$ cat src/rtl/axi4_pkg.sv
// Shared AXI4 response encodings used by every AXI slave in the codebase.
package axi4_pkg;
  localparam logic [1:0] RESP_OKAY   = 2'b00;
  localparam logic [1:0] RESP_EXOKAY = 2'b01;
  localparam logic [1:0] RESP_SLVERR = 2'b10;
  localparam logic [1:0] RESP_DECERR = 2'b11;
endpackage

$ cat src/rtl/axi4l_slave_regs_pkg.sv
// State encodings for the AXI4-Lite register slave write and read paths.
package axi4l_slave_regs_pkg;
  typedef enum logic {W_COLLECT, W_RESP} wr_state_e;
  typedef enum logic {R_IDLE, R_RESP} rd_state_e;
endpackage

$ cat src/rtl/axi4l_slave_regs_if.sv
// AXI4-Lite bus bundle with master and slave views.
interface axi4l_if #(
  parameter int ADDR_WIDTH = 32,
  parameter int DATA_WIDTH = 32
);
  logic [ADDR_WIDTH-1:0]   awaddr;
  logic [2:0]              awprot;
  logic                    awvalid;
  logic                    awready;
  logic [DATA_WIDTH-1:0]   wdata;
  logic [DATA_WIDTH/8-1:0] wstrb;
  logic                    wvalid;
  logic                    wready;
  logic [1:0]              bresp;
  logic                    bvalid;
  logic                    bready;
  logic [ADDR_WIDTH-1:0]   araddr;
  logic [2:0]              arprot;
  logic                    arvalid;
  logic                    arready;
  logic [DATA_WIDTH-1:0]   rdata;
  logic [1:0]              rresp;
  logic                    rvalid;
  logic                    rready;

  modport master (
    output awaddr, awprot, awvalid, wdata, wstrb, wvalid, bready,
           araddr, arprot, arvalid, rready,
    input  awready, wready, bresp, bvalid, arready, rdata, rresp, rvalid
  );

  modport slave (
    input  awaddr, awprot, awvalid, wdata, wstrb, wvalid, bready,
           araddr, arprot, arvalid, rready,
    output awready, wready, bresp, bvalid, arready, rdata, rresp, rvalid
  );
endinterface

$ cat src/rtl/axi4l_slave_regs_reg_bank.sv
// Register storage with a byte-enabled write port, combinational read port
// and a one-cycle write pulse per register.
module axi4l_reg_bank #(
  parameter int DATA_WIDTH = 32,
  parameter int NUM_REGS   = 16,
  parameter int IDX_W      = $clog2(NUM_REGS)
) (
  input  logic                           clk_i,
  input  logic                           rst_ni,
  input  logic                           we_i,
  input  logic [IDX_W-1:0]               wr_idx_i,
  input  logic [DATA_WIDTH-1:0]          wdata_i,
  input  logic [DATA_WIDTH/8-1:0]        wstrb_i,
  input  logic [IDX_W-1:0]               rd_idx_i,
  output logic [DATA_WIDTH-1:0]          rdata_o,
  output logic [NUM_REGS*DATA_WIDTH-1:0] regs_o,
  output logic [NUM_REGS-1:0]            reg_wr_o
);
  logic [DATA_WIDTH-1:0] regs_q [NUM_REGS];
  logic [NUM_REGS-1:0]   reg_wr_q;

  always_ff @(posedge clk_i) begin
    if (!rst_ni) begin
      for (int i = 0; i < NUM_REGS; i++) regs_q[i] <= '0;
      reg_wr_q <= '0;
    end else begin
      reg_wr_q <= '0;
      if (we_i) begin
        reg_wr_q[wr_idx_i] <= 1'b1;
        for (int j = 0; j < DATA_WIDTH/8; j++)
          if (wstrb_i[j]) regs_q[wr_idx_i][j*8 +: 8] <= wdata_i[j*8 +: 8];
      end
    end
  end

  assign rdata_o  = regs_q[rd_idx_i];
  assign reg_wr_o = reg_wr_q;

  for (genvar i = 0; i < NUM_REGS; i++) begin : g_flat
    assign regs_o[i*DATA_WIDTH +: DATA_WIDTH] = regs_q[i];
  end
endmodule

$ cat src/rtl/axi4l_slave_regs.sv
// AXI4-Lite slave front end: AW/W capture, write/read FSMs, address decode
// and response generation around axi4l_reg_bank.
module axi4l_slave_regs
  import axi4_pkg::*;
  import axi4l_slave_regs_pkg::*;
#(
  parameter int DATA_WIDTH = 32,
  parameter int ADDR_WIDTH = 32,
  parameter int NUM_REGS   = 16
) (
  input  logic                           aclk,
  input  logic                           aresetn,
  axi4l_if.slave                         s_axi,
  output logic [NUM_REGS*DATA_WIDTH-1:0] regs_out,
  output logic [NUM_REGS-1:0]            reg_wr
);
  localparam int STRB_W   = DATA_WIDTH / 8;
  localparam int IDX_W    = $clog2(NUM_REGS);
  localparam int ADDR_LSB = $clog2(STRB_W);
  localparam int HI_LSB   = ADDR_LSB + IDX_W;

  wr_state_e wr_state_q, wr_state_d;
  rd_state_e rd_state_q, rd_state_d;
  logic                  ready_en_q;
  logic                  aw_held_q, aw_held_d, w_held_q, w_held_d;
  logic [ADDR_WIDTH-1:0] awaddr_q, awaddr_d;
  logic [DATA_WIDTH-1:0] wdata_q, wdata_d;
  logic [STRB_W-1:0]     wstrb_q, wstrb_d;
  logic [1:0]            bresp_q, bresp_d, rresp_q, rresp_d;
  logic [DATA_WIDTH-1:0] rdata_q, rdata_d, bank_rdata;
  logic                  bank_we, aw_hs, w_hs, ar_hs, rd_in_range;
  logic                  unused_prot;

  assign unused_prot = ^{s_axi.awprot, s_axi.arprot};
  assign aw_hs = s_axi.awvalid && s_axi.awready;
  assign w_hs  = s_axi.wvalid && s_axi.wready;
  assign ar_hs = s_axi.arvalid && s_axi.arready;
  assign rd_in_range = ((s_axi.araddr >> HI_LSB) == '0);

  // ready_en_q keeps the readies low through the first edge after reset release
  always_ff @(posedge aclk) begin
    if (!aresetn) begin
      ready_en_q <= 1'b0;
      wr_state_q <= W_COLLECT;
      rd_state_q <= R_IDLE;
      aw_held_q  <= 1'b0;
      w_held_q   <= 1'b0;
      awaddr_q   <= '0;
      wdata_q    <= '0;
      wstrb_q    <= '0;
      bresp_q    <= '0;
      rdata_q    <= '0;
      rresp_q    <= '0;
    end else begin
      ready_en_q <= 1'b1;
      wr_state_q <= wr_state_d;
      rd_state_q <= rd_state_d;
      aw_held_q  <= aw_held_d;
      w_held_q   <= w_held_d;
      awaddr_q   <= awaddr_d;
      wdata_q    <= wdata_d;
      wstrb_q    <= wstrb_d;
      bresp_q    <= bresp_d;
      rdata_q    <= rdata_d;
      rresp_q    <= rresp_d;
    end
  end

  // Commit happens on the edge where both halves are available, latched or live
  always_comb begin
    wr_state_d = wr_state_q;
    aw_held_d  = aw_held_q;
    w_held_d   = w_held_q;
    awaddr_d   = awaddr_q;
    wdata_d    = wdata_q;
    wstrb_d    = wstrb_q;
    bresp_d    = bresp_q;
    bank_we    = 1'b0;
    case (wr_state_q)
      W_COLLECT: begin
        if (aw_hs) begin
          aw_held_d = 1'b1;
          awaddr_d  = s_axi.awaddr;
        end
        if (w_hs) begin
          w_held_d = 1'b1;
          wdata_d  = s_axi.wdata;
          wstrb_d  = s_axi.wstrb;
        end
        if (aw_held_d && w_held_d) begin
          wr_state_d = W_RESP;
          aw_held_d  = 1'b0;
          w_held_d   = 1'b0;
          if ((awaddr_d >> HI_LSB) == '0) begin
            bank_we = 1'b1;
            bresp_d = RESP_OKAY;
          end else begin
            bresp_d = RESP_SLVERR;
          end
        end
      end
      W_RESP: if (s_axi.bready) wr_state_d = W_COLLECT;
      default: wr_state_d = W_COLLECT;
    endcase
  end

  always_comb begin
    s_axi.awready = ready_en_q && !aw_held_q && (wr_state_q == W_COLLECT);
    s_axi.wready  = ready_en_q && !w_held_q && (wr_state_q == W_COLLECT);
    s_axi.bvalid  = (wr_state_q == W_RESP);
    s_axi.bresp   = bresp_q;
  end

  always_comb begin
    rd_state_d = rd_state_q;
    rdata_d    = rdata_q;
    rresp_d    = rresp_q;
    case (rd_state_q)
      R_IDLE: if (ar_hs) begin
        rd_state_d = R_RESP;
        rdata_d    = rd_in_range ? bank_rdata : '0;
        rresp_d    = rd_in_range ? RESP_OKAY : RESP_SLVERR;
      end
      R_RESP: if (s_axi.rready) rd_state_d = R_IDLE;
      default: rd_state_d = R_IDLE;
    endcase
  end

  always_comb begin
    s_axi.arready = ready_en_q && (rd_state_q == R_IDLE);
    s_axi.rvalid  = (rd_state_q == R_RESP);
    s_axi.rdata   = rdata_q;
    s_axi.rresp   = rresp_q;
  end

  axi4l_reg_bank #(
    .DATA_WIDTH(DATA_WIDTH),
    .NUM_REGS  (NUM_REGS),
    .IDX_W     (IDX_W)
  ) u_bank (
    .clk_i   (aclk),
    .rst_ni  (aresetn),
    .we_i    (bank_we),
    .wr_idx_i(awaddr_d[ADDR_LSB +: IDX_W]),
    .wdata_i (wdata_d),
    .wstrb_i (wstrb_d),
    .rd_idx_i(s_axi.araddr[ADDR_LSB +: IDX_W]),
    .rdata_o (bank_rdata),
    .regs_o  (regs_out),
    .reg_wr_o(reg_wr)
  );
endmodule

$ cat src/flat_wrapper.sv
// flat-port wrapper written by rule: the top's interface ports become plain ports
module axi4l_slave_regs_flat import axi4_pkg::*; import axi4l_slave_regs_pkg::*;
#(
  parameter int DATA_WIDTH = 32,
  parameter int ADDR_WIDTH = 32,
  parameter int NUM_REGS   = 16
)
  (aclk, aresetn, regs_out, reg_wr, s_axi_awaddr, s_axi_awprot, s_axi_awvalid, s_axi_wdata, s_axi_wstrb, s_axi_wvalid, s_axi_bready, s_axi_araddr, s_axi_arprot, s_axi_arvalid, s_axi_rready, s_axi_awready, s_axi_wready, s_axi_bresp, s_axi_bvalid, s_axi_arready, s_axi_rdata, s_axi_rresp, s_axi_rvalid);
  axi4l_if #(.ADDR_WIDTH(ADDR_WIDTH), .DATA_WIDTH(DATA_WIDTH)) s_axi_i ();
  input  logic aclk;
  input  logic aresetn;
  output logic [NUM_REGS*DATA_WIDTH-1:0] regs_out;
  output logic [NUM_REGS-1:0] reg_wr;
  input wire logic [$bits(s_axi_i.awaddr)-1:0] s_axi_awaddr;
  input wire logic [$bits(s_axi_i.awprot)-1:0] s_axi_awprot;
  input wire logic [$bits(s_axi_i.awvalid)-1:0] s_axi_awvalid;
  input wire logic [$bits(s_axi_i.wdata)-1:0] s_axi_wdata;
  input wire logic [$bits(s_axi_i.wstrb)-1:0] s_axi_wstrb;
  input wire logic [$bits(s_axi_i.wvalid)-1:0] s_axi_wvalid;
  input wire logic [$bits(s_axi_i.bready)-1:0] s_axi_bready;
  input wire logic [$bits(s_axi_i.araddr)-1:0] s_axi_araddr;
  input wire logic [$bits(s_axi_i.arprot)-1:0] s_axi_arprot;
  input wire logic [$bits(s_axi_i.arvalid)-1:0] s_axi_arvalid;
  input wire logic [$bits(s_axi_i.rready)-1:0] s_axi_rready;
  output wire logic [$bits(s_axi_i.awready)-1:0] s_axi_awready;
  output wire logic [$bits(s_axi_i.wready)-1:0] s_axi_wready;
  output wire logic [$bits(s_axi_i.bresp)-1:0] s_axi_bresp;
  output wire logic [$bits(s_axi_i.bvalid)-1:0] s_axi_bvalid;
  output wire logic [$bits(s_axi_i.arready)-1:0] s_axi_arready;
  output wire logic [$bits(s_axi_i.rdata)-1:0] s_axi_rdata;
  output wire logic [$bits(s_axi_i.rresp)-1:0] s_axi_rresp;
  output wire logic [$bits(s_axi_i.rvalid)-1:0] s_axi_rvalid;
  assign s_axi_i.awaddr = s_axi_awaddr;
  assign s_axi_i.awprot = s_axi_awprot;
  assign s_axi_i.awvalid = s_axi_awvalid;
  assign s_axi_i.wdata = s_axi_wdata;
  assign s_axi_i.wstrb = s_axi_wstrb;
  assign s_axi_i.wvalid = s_axi_wvalid;
  assign s_axi_i.bready = s_axi_bready;
  assign s_axi_i.araddr = s_axi_araddr;
  assign s_axi_i.arprot = s_axi_arprot;
  assign s_axi_i.arvalid = s_axi_arvalid;
  assign s_axi_i.rready = s_axi_rready;
  assign s_axi_awready = s_axi_i.awready;
  assign s_axi_wready = s_axi_i.wready;
  assign s_axi_bresp = s_axi_i.bresp;
  assign s_axi_bvalid = s_axi_i.bvalid;
  assign s_axi_arready = s_axi_i.arready;
  assign s_axi_rdata = s_axi_i.rdata;
  assign s_axi_rresp = s_axi_i.rresp;
  assign s_axi_rvalid = s_axi_i.rvalid;
  axi4l_slave_regs #(.DATA_WIDTH(DATA_WIDTH), .ADDR_WIDTH(ADDR_WIDTH), .NUM_REGS(NUM_REGS)) u_core (.aclk(aclk), .aresetn(aresetn), .s_axi(s_axi_i), .regs_out(regs_out), .reg_wr(reg_wr));
endmodule
$ cat config.mk
export PLATFORM = sky130hd
export DESIGN_NAME = axi4l_slave_regs_flat
export DESIGN_NICKNAME = d
export VERILOG_FILES = /design/src/rtl/axi4_pkg.sv /design/src/rtl/axi4l_slave_regs_pkg.sv /design/src/rtl/axi4l_slave_regs_if.sv /design/src/rtl/axi4l_slave_regs_reg_bank.sv /design/src/rtl/axi4l_slave_regs.sv /design/src/flat_wrapper.sv
export SDC_FILE = /design/constraint.sdc
export NUM_CORES = 1
export LEC_CHECK = 0
export ABC_AREA = 1
export ABC_CLOCK_PERIOD_IN_PS = 4100
export CAP_MARGIN = 40
export CORE_AREA = 3 3 263 265
export DETAILED_ROUTE_END_ITERATION = 10
export DIE_AREA = 0 0 266 268
export MAX_ROUTING_LAYER = met4
export PLACE_DENSITY_LB_ADDON = 0.12
export SLEW_MARGIN = 40
export SYNTH_ARGS = -nofsm -noshare
export SYNTH_HDL_FRONTEND = slang
export SYNTH_SLANG_ARGS = --single-unit
export TNS_END_PERCENT = 30
$ cat constraint.sdc
create_clock -name aclk -period 4.1 [get_ports aclk]
set_input_delay 0.82 -clock aclk [delete_from_list [all_inputs] [get_ports aclk]]
set_output_delay 0.82 -clock aclk [all_outputs]
set_load 0.005 [all_outputs]
Figure 1. The metal 1 layer.
Scale bar: 100 um.
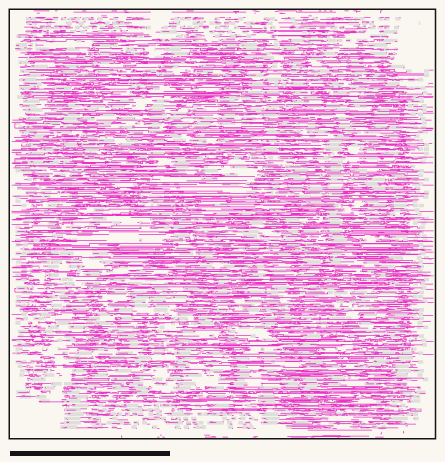
share of all routed wire	38%
main direction	horizontal
nets with wire on the layer	3317

Figure 2. M2 wires.
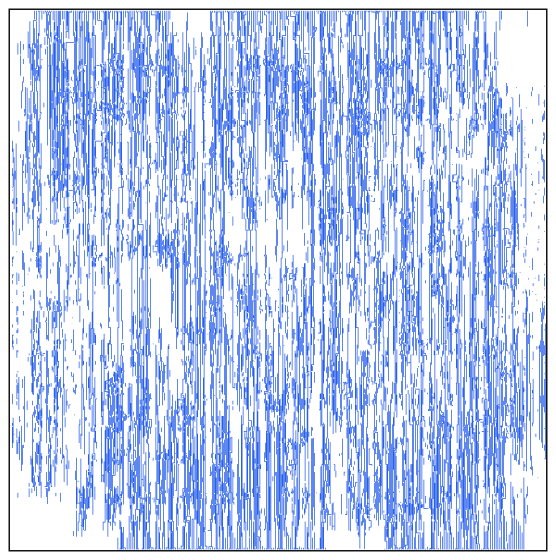
main direction	vertical
nets with wire on the layer	3007

==> out/qor.txt <==
Syn Std Cell Area - 28500 um^2
invs w/o clock - 78
pin count of the biggest net entering global routing - 129
status - finished, final reports clean
Top-Level Pins - 682
Root Buffer - clkbuf_16
Core Area - 67000 um^2
Post-synth EDFFs - 512
clock skew - 23.3 ps
Die Height - 268 um
vias in the first global route - 23300
Remaining Overflow, GRT - 0
dominant logic cell types in the final layout - clkdlybuf4s50_1, nand2_1, nor2_1
final core utilization - 58.2%
Pwr Density - 403 nW/um^2
postcts setup bufs - 0
Worst Path Arrival - 3700 ps
chip area - 71300 um^2
maximum clock rate - 293 MHz
Rel. slew slack - 42.5%
flop share of the area - 45.6%
port bufs - 669
logic share of the area - 24.6%
reg2reg end - u_core.u_bank.regs_q[13][9]
Synth Register Bits - 633
wire per inst - 27.3 um
CTS Sinks - 633
overall power - 0.0157 W
area fraction in compound gates - 5.92%
Die W - 266 um
Worst-Skew Late Latency - 610 ps
Starting Density - 42.5%
Top non-seq family - simple AND/OR/NAND/NOR gates
Post-Synth Simple-Gate Area - 26.2%
Tool Warnings - 38
HPWL after detailed placement - 91100 um
Final Slew Violations - 0
post-route clock period utilization - 83.4%
sequential fraction of the synthesis area - 62.4%
fill count - 5688
yosys cell count - 2804
FF/Latch Area - 17800 um^2
layout cells sized above 1 - 10.4%
Peak VDD IR - 0.000325 V
RD Place Congestion - 0.987
antenna viol nets, final - 0
Diodes inserted - 4
# hold bufs at CTS - 0
WS Path Type - input port to flip-flop
# clk buffers - 97
Hold Startpoint - u_core.s_axi.rdata[30]
launch point of the worst reg-to-reg path - u_core.ready_en_q
Least-Margin Pin Slew - 863 ps
Mux area share - 1.12%
synth unique cells - 30
Flops - 633
logic area - 9590 um^2
Synthesis Warnings - 0
1st-iter DRT viols - 2745
adder share - 0%
CP max FO - 26
initial antenna violation count - 4
area delta synth->final - 36.8%
Top class by area - flip-flops and latches
Async S/R FF share, synth - 0%
crit path DRT - 4380 ps
Fin. Hold Viols - 0
worst hold margin - 469 ps
hold path endpoint - u_core.s_axi.rdata[30]
Total Nets Final - 3591
final instance area - 39000 um^2
post_cts resized - 0
Yosys chip area - 28500 um^2
Non-clock buffers, area share - 20.0%
max-cap violations - 0
Figure 3. Metal 3.
Scale bar: 100 um.
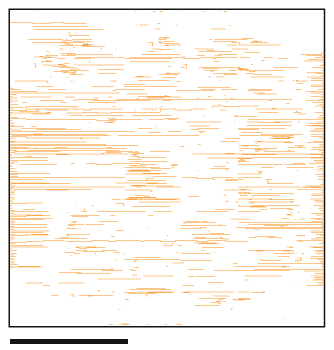
nets with wire on the layer	617
wire length on this layer	11600 um
longest straight run	149 um
Total Wirelength: 120000 um
Via Count: 24700
met3 usage: 7.65%

[metrics by stage]
stage                     instances  setup WS [ps]
after floorplan                2805           1180
after global placement         4277           68.9
after detailed placement       4277           60.3
after CTS                      4409            709
after global routing           4413            520
final                          4413            682
[power by group]
group	internal (W)	switching (W)
sequential	0.00715	0.000185
clock	0.00389	0.00261
combinational	0.000691	0.00120
[flip-flops by register name (all words and copies together) (netlist names)]
signal and cells:
u_core.s_axi.bresp 1, u_core.w_held_q 1, u_core.aw_held_q 1, u_core.wdata_q 32, u_core.wstrb_q 4, u_core.s_axi.rresp 1, u_core.u_bank.reg_wr_o 16, u_core.u_bank.regs_q 512
u_core.s_axi.bvalid 1, u_core.awaddr_q 30, u_core.s_axi.rdata 32, u_core.ready_en_q 1, u_core.s_axi.rvalid 1
[worst max-delay path: stages]
cell,delay [ps]
clkdlybuf4s50_1,590
nand4_4,290
buf_12,260
o21ai_1,170
nand2_1,80
nor2_1,110
nand2_1,100
nor2_4,110
buf_12,200
buf_12,250
nand4_2,310
nand2_1,380
[metal layers]
layer / up-vias / share of wire (%) / GRT usage, % / wire length (um)
met5: - / 0 / - / 0
met4: 0 / 4.0 / 12.4 / 4820
met3: 222 / 9.6 / 7.65 / 11600
met2: 1422 / 48 / 54.5 / 58200
met1: 12100 / 38 / 41.7 / 45900
li1: 11000 / - / - / -
[cells in the mapped netlist, types with 16 or more instances]
cell	instances	share of area, %
dfxtp_1	121	8.5
nor2_4	16	0.63
a21oi_1	197	3.5
a22oi_1	81	2.1
nand4_4	53	4.0
mux2i_1	32	1.1
nand2_1	606	8.0
nand3_1	244	4.3
clkbuf_1	142	1.9
edfxtp_1	512	54
inv_1	72	0.95
nor2_1	599	7.9
Power and IR drop assume default switching activity.
